`src/rtl/kara_pkg.sv`:
```
// kara_pkg: FSM encoding and width helpers for the Karatsuba carry-less multiplier
package kara_pkg;
  typedef enum logic [2:0] {
    IDLE = 3'd0,
    LO   = 3'd1,
    HI   = 3'd2,
    MID  = 3'd3,
    DONE = 3'd4
  } state_t;
  function automatic int half_w(input int n);
    return n / 2;
  endfunction
  function automatic int pp_w(input int n);
    return 2 * (n / 2) - 1;
  endfunction
  function automatic int prod_w(input int n);
    return 2 * n - 1;
  endfunction
endpackage

```
`src/rtl/clmul_half.sv`:
```
// clmul_half: combinational H x H carry-less multiplier (AND array, XOR reduction)
module clmul_half #(
  parameter int H = 3
) (
  input  logic [H-1:0]   a,
  input  logic [H-1:0]   b,
  output logic [2*H-2:0] p
);
  always_comb begin
    p = '0;
    for (int i = 0; i < H; i++)
      for (int j = 0; j < H; j++)
        p[i+j] = p[i+j] ^ (a[i] & b[j]);
  end
endmodule

```
`src/rtl/kara_seq_mul.sv`:
```
// kara_seq_mul: sequential Karatsuba carry-less multiplier, one shared half-width multiplier.
// KARA_OUT_REG_EN adds a registered output slot so the FSM can accept the next pair early.
module kara_seq_mul
  import kara_pkg::*;
#(
  parameter int N = 6
) (
  input  logic           clk,
  input  logic           rst,
  input  logic           in_valid,
  output logic           in_ready,
  input  logic [N-1:0]   in_a,
  input  logic [N-1:0]   in_b,
  output logic           out_valid,
  input  logic           out_ready,
  output logic [2*N-2:0] out_p
);
  localparam int H  = half_w(N);
  localparam int PW = pp_w(N);
  localparam int OW = prod_w(N);
  state_t         state;
  logic [N-1:0]   a_r, b_r;
  logic [H-1:0]   ma, mb;
  logic [PW-1:0]  pm, p0, p2, pmid;
  logic [OW-1:0]  acc, acc_nxt;
  // the single multiplier sees low halves in LO, high halves in HI, folded halves in MID
  always_comb begin
    ma = state == LO ? a_r[H-1:0] : state == HI ? a_r[N-1:H] : a_r[H-1:0] ^ a_r[N-1:H];
    mb = state == LO ? b_r[H-1:0] : state == HI ? b_r[N-1:H] : b_r[H-1:0] ^ b_r[N-1:H];
    pmid = pm ^ p0 ^ p2;
    acc_nxt = OW'(p0) ^ (OW'(pmid) << H) ^ (OW'(p2) << N);
  end
  clmul_half #(.H(H)) u_mul (.a(ma), .b(mb), .p(pm));
`ifdef KARA_OUT_REG_EN
  logic          slot_v;
  logic [OW-1:0] slot_p;
  assign out_valid = slot_v;
  assign out_p     = slot_p;
`else
  logic valid_r;
  assign out_valid = valid_r;
  assign out_p     = acc;
`endif
  always_ff @(posedge clk or posedge rst)
    if (rst) begin
      state    <= IDLE;
      in_ready <= 1'b1;
      a_r      <= '0;
      b_r      <= '0;
      p0       <= '0;
      p2       <= '0;
      acc      <= '0;
`ifdef KARA_OUT_REG_EN
      slot_v   <= 1'b0;
      slot_p   <= '0;
`else
      valid_r  <= 1'b0;
`endif
    end else begin
`ifdef KARA_OUT_REG_EN
      if (slot_v && out_ready) slot_v <= 1'b0;
`endif
      case (state)
        IDLE: if (in_valid) begin
          a_r      <= in_a;
          b_r      <= in_b;
          in_ready <= 1'b0;
          state    <= LO;
        end
        LO: begin
          p0    <= pm;
          state <= HI;
        end
        HI: begin
          p2    <= pm;
          state <= MID;
        end
        MID: begin
          acc   <= acc_nxt;
          state <= DONE;
`ifndef KARA_OUT_REG_EN
          valid_r <= 1'b1;
`endif
        end
        default:
`ifdef KARA_OUT_REG_EN
          if (!slot_v || out_ready) begin
            slot_v   <= 1'b1;
            slot_p   <= acc;
            in_ready <= 1'b1;
            state    <= IDLE;
          end
`else
          if (out_ready) begin
            valid_r  <= 1'b0;
            in_ready <= 1'b1;
            state    <= IDLE;
          end
`endif
      endcase
    end
endmodule
```
`config.mk`:
```
export PLATFORM = sky130hd
export DESIGN_NAME = kara_seq_mul
export DESIGN_NICKNAME = d
export VERILOG_FILES = /design/src/rtl/kara_pkg.sv /design/src/rtl/clmul_half.sv /design/src/rtl/kara_seq_mul.sv
export SDC_FILE = /design/constraint.sdc
export NUM_CORES = 1
export LEC_CHECK = 0
export ABC_AREA = 1
export CAP_MARGIN = 25
export CORE_MARGIN = 5
export CORE_UTILIZATION = 50
export CTS_CLUSTER_SIZE = 40
export DETAILED_ROUTE_END_ITERATION = 10
export HOLD_SLACK_MARGIN = 0.05
export PLACE_DENSITY = 0.81
export RECOVER_POWER = 50
export SLEW_MARGIN = 20
export SYNTH_ARGS = -nofsm -noshare
export SYNTH_HDL_FRONTEND = slang
export SYNTH_HIERARCHICAL = 1
export SYNTH_SLANG_ARGS = --single-unit
```
`constraint.sdc`:
```
create_clock -name clk -period 3.4 [get_ports clk]
set_clock_uncertainty 0.15 [all_clocks]
set_input_delay 0.51 -clock clk [delete_from_list [all_inputs] [get_ports clk]]
set_output_delay 0.51 -clock clk [all_outputs]
set_load 0.01 [all_outputs]
```
Figure 1. The metal 3 layer.
(4 px per um)
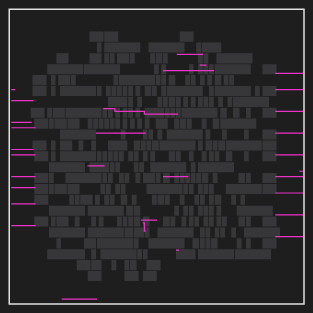
- main direction: horizontal
- longest straight run: 12.4 um
- share of all routed wire: 5.3%
- wire length on this layer: 188 um
- nets with wire on the layer: 27
vias: 1,657
Routed Wire Length: 3.54 mm
met3 usage: 0.0287

Figure 2. Sequential cells grouped by signal name.
(4 px per um)
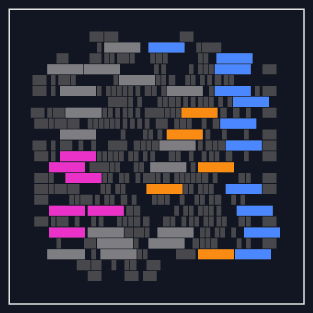
- blue: out_p (placed flops 11)
- orange: p0 (placed flops 5)
- magenta: a_r (placed flops 6)
sequential cell area share: 0.399
seq pwr: 819 uW
post-layout util: 0.605
Seq. cell area: 952 um2

Figure 3. Cell sizes after repair.
(4 px per um)
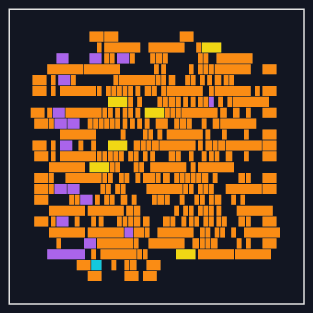
- cyan: _3 and _4 cells (cells 1; share 0.32%)
- purple: _2 cells (cells 16; share 5.2%)
- orange: _0 and _1 cells (cells 285; share 93%)
- yellow: _6 and larger (cells 6; share 1.9%)
Final WS setup: 0.944 ns
Plain + repair buffers: 29
Synth-to-Final Area Change: 19.1%
fin area: 2390 um2

Figure 4. Placement view.
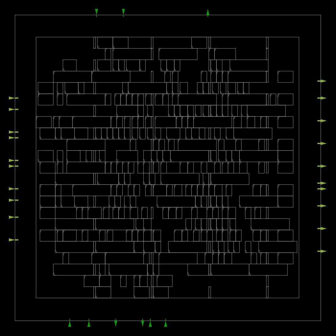
# rows: 23
Filler Cell Count: 376
fin cells: 358
flop count: 38

==> metrics.csv <==
stage,metric,value,unit
detailed_routing,met2 WL,1.65,mm
worst_setup_path,CP peak stage delay,0.43,ns
power_and_ir_drop,switching share of power,0.449,
run,max_cap viols,0,
synth,leading area contributor after synthesis,dfrtp_1,
clocking,"Hold-fix buffers, CTS",0,
synth,Post-synth seq share,0.475,
worst_setup_path,Setup crit start,state[2],
power_and_ir_drop,Top Consumer,combinational cells,
layout,Layout Nets,323,
timing,Period minus WS final,2.46,ns
placed_design,Post-DP HPWL,2.60,mm
clocking,"Clk Latency, worst-skew pair",0.29,ns
floorplanning,die width,73.3,um
layout,Top cells excl fill/tap,"119 x nand2_1, 46 x inv_1, 37 x dfrtp_1",
worst_setup_path,most frequent CP cell,nand2_1,
global_route,met2 usage,0.241,
global_route,GRT Resource Usage Total,0.153,
timing,setup_tns,0,ns
worst_setup_path,arrival time at the worst endpoint,2.49,ns
layout,max FFs per register,11,
layout,Comb gate area,817,um2
worst_setup_path,"Slowest-stage cell, CP",dfrtp_1,
synth,yosys aoi share,0.103,
worst_hold_path,Hold Path Stages,2,
synth,Top area cell types,"dfrtp_1 46%, nand2_1 22%, inv_1 8.6%, o21ai_2 5.7%, nor2_1 3.7%",
global_route,Top Usage Layer GRT,met2,
floorplanning,fp_density,0.508,
synth,Post-synth EDFFs,0,
synth,XORs/XNORs by Area,0.00874,
worst_setup_path,cells along the critical path,"inv_1, nand3_1, nand2_1, nor2_1, nor2_1, nand2_1, inv_1, nand2_1, nand2_1, nand2_1, nand2_1, inv_1, nand2_1, nand3_1, nand3_1, nand2_1",
detailed_routing,Post-route DRC,0,
clocking,Max Root-Sink Buffers,2,
layout,largest class,registers,
synth,asr flop ratio synth,1.00,
synth,Syn. warnings,6,
placed_design,placed cell area,2310,um2
power_and_ir_drop,Power Clock,317,uW
layout,multi-input gates,186,
worst_setup_path,Setup CP Type,flop to flop,
synth,ys flops,38,
power_and_ir_drop,Flop pwr share,0.333,
synth,cell count listed in synth_stat.txt,277,
worst_setup_path,CP bufs+invs,3,
power_and_ir_drop,NetSw,1.10,mW
synth,Synthesized Nets,293,
placed_design,pre-CTS setup slack,1.13,ns
power_and_ir_drop,Power Internal,1.36,mW
global_route,vias in the first global route,1497,
layout,CLK BUF,8,
status,outcome,"complete, no violations",
worst_setup_path,Worst setup SP type,flop,
timing,max_slew headroom,0.254,
synth,"Adder Share, Synth",0,
layout,inverters,47,
synth,Basic Gates by Area,0.301,
worst_hold_path,hold path startpoint,out_valid,
synth,mux share,0,
timing,endpoints failing setup,0,
synth,Synth Flop Type,dfrtp_1,
floorplanning,core area,3940,um2
power_and_ir_drop,Pleak,1.32,nW
power_and_ir_drop,Tot Pwr,2.46,mW
synth,synth unique cells,17,
detailed_routing,DR vias/cell,4.63,
worst_setup_path,crit path capture,out_p[5],
layout,share of cells above drive strength 1,0.0747,
clocking,H-tree levels,2,
floorplanning,Tap Count,50,
clocking,"Setup Fix Bufs, Post-CTS",0,
worst_setup_path,Critical Path End Type,flop,
power_and_ir_drop,Max VDD drop,0.421,mV
detailed_routing,number of DRC markers in iteration 0,112,
synth,Mapped Cells,277,
layout,Comb area share,0.342,
clocking,TritonCTS clock tree,built,
Power and IR drop assume default switching activity.
